**src/rtl/pwm_regs_pkg.sv**
```systemverilog
// pwm_regs_pkg: definitions shared by instr_decode and the PWM register file.
//   - widths of the SPI byte and of the register address
//   - command byte field positions
//   - transaction FSM state encoding (2 bits)
//   - register map addresses
package pwm_regs_pkg;

  localparam int ADDR_W_DEF = 6;
  localparam int DATA_W_DEF = 8;

  // Command byte layout: {rw, hi_sel, addr[5:0]}
  localparam int CMD_RW_BIT   = 7;
  localparam int CMD_HI_BIT   = 6;
  localparam int CMD_ADDR_LSB = 0;

  // Transaction FSM states
  typedef enum logic [1:0] {
    ST_CMD   = 2'd0,  // waiting for a command byte
    ST_RD    = 2'd1,  // single read-strobe cycle
    ST_RDATA = 2'd2,  // read data shifting out; incoming byte is a dummy
    ST_WDATA = 2'd3   // waiting for the write data byte
  } state_e;

  // Register map
  localparam logic [ADDR_W_DEF-1:0] REG_CTRL   = 6'h00;
  localparam logic [ADDR_W_DEF-1:0] REG_PERIOD = 6'h01;
  localparam logic [ADDR_W_DEF-1:0] REG_DUTY0  = 6'h02;
  localparam logic [ADDR_W_DEF-1:0] REG_DUTY1  = 6'h03;
  localparam logic [ADDR_W_DEF-1:0] REG_DUTY2  = 6'h04;
  localparam logic [ADDR_W_DEF-1:0] REG_DUTY3  = 6'h05;
  localparam logic [ADDR_W_DEF-1:0] REG_STATUS = 6'h3F;

endpackage

```
**src/rtl/instr_decode_if.sv**
```systemverilog
// instr_decode_if: bundles the SPI-bridge byte interface and the register
// file strobe interface seen by instr_decode.
//   master : the decoder (consumes bytes, drives register strobes/address)
//   slave  : the environment (spi_bridge + register file)
interface instr_decode_if #(
  parameter int ADDR_W = 6,
  parameter int DATA_W = 8
);
  // spi_bridge side
  logic              cs_n;
  logic              byte_sync;
  logic [DATA_W-1:0] data_in;
  logic [DATA_W-1:0] data_out;
  // register file side
  logic              read;
  logic              write;
  logic [ADDR_W-1:0] addr;
  logic              hi_sel;
  logic [DATA_W-1:0] data_write;
  logic [DATA_W-1:0] data_read;

  modport master (
    input  cs_n, byte_sync, data_in, data_read,
    output data_out, read, write, addr, hi_sel, data_write
  );

  modport slave (
    output cs_n, byte_sync, data_in, data_read,
    input  data_out, read, write, addr, hi_sel, data_write
  );
endinterface

```
**src/rtl/instr_decode.sv**
```systemverilog
// instr_decode: turns the 2-byte SPI transaction stream (command, data) into
// single-cycle register read/write strobes.
// Ports:
//   clk, rst_n        peripheral clock, async active-low reset
//   bus (master)      cs_n/byte_sync/data_in in, data_out out (to spi_bridge);
//                     read/write/addr/hi_sel/data_write out, data_read in
//                     (to the register file; data_read is combinational
//                     from addr/hi_sel)
// All outputs are registered and reset to zero.
module instr_decode
  import pwm_regs_pkg::*;
#(
  parameter int ADDR_W = 6,
  parameter int DATA_W = 8
) (
  input  logic           clk,
  input  logic           rst_n,
  instr_decode_if.master bus
);

  state_e              state_q, state_d;
  logic [ADDR_W-1:0]   addr_q, addr_d;
  logic                hi_sel_q, hi_sel_d;
  logic                read_q, read_d;
  logic                write_q, write_d;
  logic [DATA_W-1:0]   data_out_q, data_out_d;
  logic [DATA_W-1:0]   data_write_q, data_write_d;

  always_comb begin
    state_d      = state_q;
    addr_d       = addr_q;
    hi_sel_d     = hi_sel_q;
    data_out_d   = data_out_q;
    data_write_d = data_write_q;
    write_d      = 1'b0;

    case (state_q)
      ST_CMD: begin
        if (bus.byte_sync) begin
          addr_d   = bus.data_in[CMD_ADDR_LSB +: ADDR_W];
          hi_sel_d = bus.data_in[CMD_HI_BIT];
          state_d  = bus.data_in[CMD_RW_BIT] ? ST_WDATA : ST_RD;
        end
      end
      ST_RD: begin
        // read strobe is high this cycle, so data_read reflects addr/hi_sel
        data_out_d = bus.data_read;
        state_d    = ST_RDATA;
      end
      ST_RDATA: begin
        if (bus.byte_sync) state_d = ST_CMD;
      end
      ST_WDATA: begin
        if (bus.byte_sync) begin
          write_d      = 1'b1;
          data_write_d = bus.data_in;
          state_d      = ST_CMD;
        end
      end
      default: state_d = ST_CMD;
    endcase

    // cs_n abort wins over the next state, but only after the byte in this
    // cycle has been consumed; the read cycle is never cut short.
    if (bus.cs_n && (state_q != ST_RD)) state_d = ST_CMD;

    // read strobe is registered: high exactly while sitting in ST_RD
    read_d = (state_d == ST_RD);
  end

  always_ff @(posedge clk or negedge rst_n) begin
    if (!rst_n) begin
      state_q      <= ST_CMD;
      addr_q       <= '0;
      hi_sel_q     <= 1'b0;
      read_q       <= 1'b0;
      write_q      <= 1'b0;
      data_out_q   <= '0;
      data_write_q <= '0;
    end else begin
      state_q      <= state_d;
      addr_q       <= addr_d;
      hi_sel_q     <= hi_sel_d;
      read_q       <= read_d;
      write_q      <= write_d;
      data_out_q   <= data_out_d;
      data_write_q <= data_write_d;
    end
  end

  assign bus.addr       = addr_q;
  assign bus.hi_sel     = hi_sel_q;
  assign bus.read       = read_q;
  assign bus.write      = write_q;
  assign bus.data_out   = data_out_q;
  assign bus.data_write = data_write_q;

endmodule

```
**src/flat_wrapper.sv**
```systemverilog
// flat-port wrapper written by rule: the top's interface ports become plain ports
module instr_decode_flat import pwm_regs_pkg::*;
#(
  parameter int ADDR_W = 6,
  parameter int DATA_W = 8
)
  (clk, rst_n, bus_cs_n, bus_byte_sync, bus_data_in, bus_data_read, bus_data_out, bus_read, bus_write, bus_addr, bus_hi_sel, bus_data_write);
  instr_decode_if #(.ADDR_W(ADDR_W), .DATA_W(DATA_W)) bus_i ();
  input  logic clk;
  input  logic rst_n;
  input wire logic [$bits(bus_i.cs_n)-1:0] bus_cs_n;
  input wire logic [$bits(bus_i.byte_sync)-1:0] bus_byte_sync;
  input wire logic [$bits(bus_i.data_in)-1:0] bus_data_in;
  input wire logic [$bits(bus_i.data_read)-1:0] bus_data_read;
  output wire logic [$bits(bus_i.data_out)-1:0] bus_data_out;
  output wire logic [$bits(bus_i.read)-1:0] bus_read;
  output wire logic [$bits(bus_i.write)-1:0] bus_write;
  output wire logic [$bits(bus_i.addr)-1:0] bus_addr;
  output wire logic [$bits(bus_i.hi_sel)-1:0] bus_hi_sel;
  output wire logic [$bits(bus_i.data_write)-1:0] bus_data_write;
  assign bus_i.cs_n = bus_cs_n;
  assign bus_i.byte_sync = bus_byte_sync;
  assign bus_i.data_in = bus_data_in;
  assign bus_i.data_read = bus_data_read;
  assign bus_data_out = bus_i.data_out;
  assign bus_read = bus_i.read;
  assign bus_write = bus_i.write;
  assign bus_addr = bus_i.addr;
  assign bus_hi_sel = bus_i.hi_sel;
  assign bus_data_write = bus_i.data_write;
  instr_decode #(.ADDR_W(ADDR_W), .DATA_W(DATA_W)) u_core (.clk(clk), .rst_n(rst_n), .bus(bus_i));
endmodule
```
**config.mk**
```make
export PLATFORM = sky130hd
export DESIGN_NAME = instr_decode_flat
export DESIGN_NICKNAME = d
export VERILOG_FILES = /design/src/rtl/pwm_regs_pkg.sv /design/src/rtl/instr_decode_if.sv /design/src/rtl/instr_decode.sv /design/src/flat_wrapper.sv
export SDC_FILE = /design/constraint.sdc
export NUM_CORES = 1
export LEC_CHECK = 0
export ABC_AREA = 1
export CORE_ASPECT_RATIO = 0.8
export CORE_MARGIN = 4
export CORE_UTILIZATION = 30
export DETAILED_ROUTE_END_ITERATION = 8
export HOLD_SLACK_MARGIN = 0.02
export PLACE_DENSITY = 0.57
export RECOVER_POWER = 100
export SYNTH_ARGS = -nofsm -noshare
export SYNTH_HDL_FRONTEND = slang
export SYNTH_SLANG_ARGS = --single-unit
```
**constraint.sdc**
```tcl
create_clock -name clk -period 1.5 [get_ports clk]
set_clock_uncertainty 0.1 [all_clocks]
set_input_delay 0.375 -clock clk [delete_from_list [all_inputs] [get_ports clk]]
set_output_delay 0.375 -clock clk [all_outputs]
set_load 0.1 [all_outputs]
```
Fig. 1: supply network
Scale bar: 20 um. Pins as bars on the die edge. Tap cells in grey.
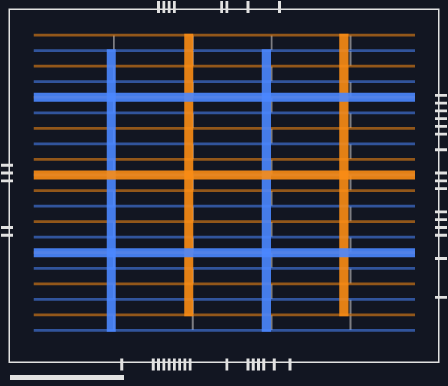
- VSS: blue
- VDD: orange
- met1 rails: 20
- met5 straps: 3
- rows: 19
- tap cells: 42
Die X: 74.9 um

Fig. 2: placement by cell class
Scale bar: 20 um.
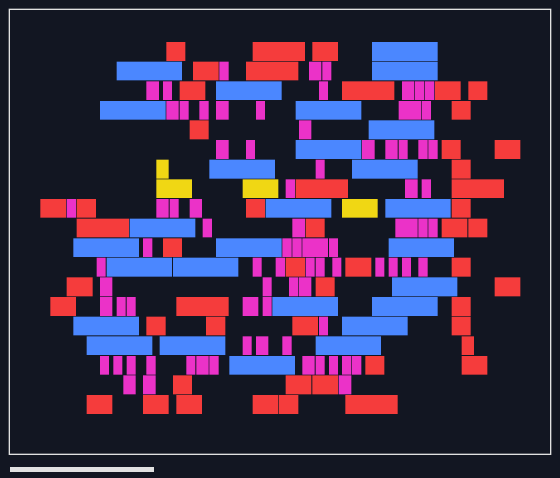
- combinational and other logic: magenta (cells 80; share of their area 22%)
- remaining buffers and delay cells: red (cells 50; share of their area 33%)
- sequential cells: blue (cells 27; share of their area 43%)
- clock drivers and dummy loads: yellow (cells 4; share of their area 2.9%)
final core utilization: 47.6%
Rows: 19

==> reports/metrics.cfg <==
[outcome]
status=finished clean

[finish]
largest_class=sequential cells
finalNetCount=182
inverters=12
antenna_cells=0
bufAreaShareNonClock_pct=31.7
seq_area_um2=676

[setup_path]
crit_type=reg -> out
r2r_cells=4
path_depth=1
end_kind=output port
cp_top_family=flip-flops
r2r_start=u_core.state_q[1]$_DFF_PN0_

[logic_synthesis]
largest_area_cell=dfrtp_1
ys_seq_share_pct=62.9
synthArstFlopShare_pct=100
yosysChipArea_mm2=0.00107
edf_count=0
synth.avg_cell_area_um2=9.76
synth_flops=27
simple_gate_share_pct=20.6

[global_route]
grt_usage_pct=12.4
met1_usage_pct=15.3
grtUsageMet3_pct=4.08
grt_max_degree=28

[routing]
via_per_inst=4.44
ant_nets=0
top_layer=met4
wl_per_cell_um=12.3
met1_length_um=1140
dr.pass1.iters=4
wl_met3_um=229

[sta]
slew_viol_final=0
tightestPinTransition_ns=0.662
whs_ns=0.383

[clocking]
cts_sinks=27
cts_buffers=3

[floorplanning]
dieArea_mm2=0.00461

[run]
warnings=26

[placed_design]
placed_cells=199

Fig. 3: clock wires, drivers and flops
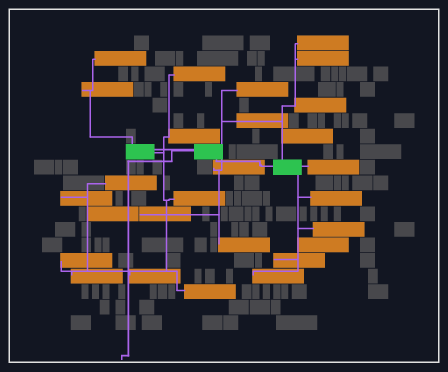
- flip-flops: orange (count 27)
- clock drivers: green (count 3)
- clock wires: purple (length 321 um)
- routed clock nets: 4

Fig. 4: wiring by layer
Scale bar: 20 um. Only two layers are drawn.
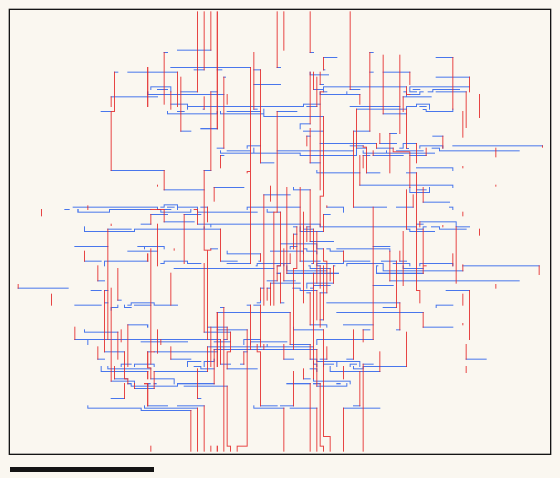
- metal 2: red (wire length 1070 um)
- metal 1: blue (wire length 1140 um)

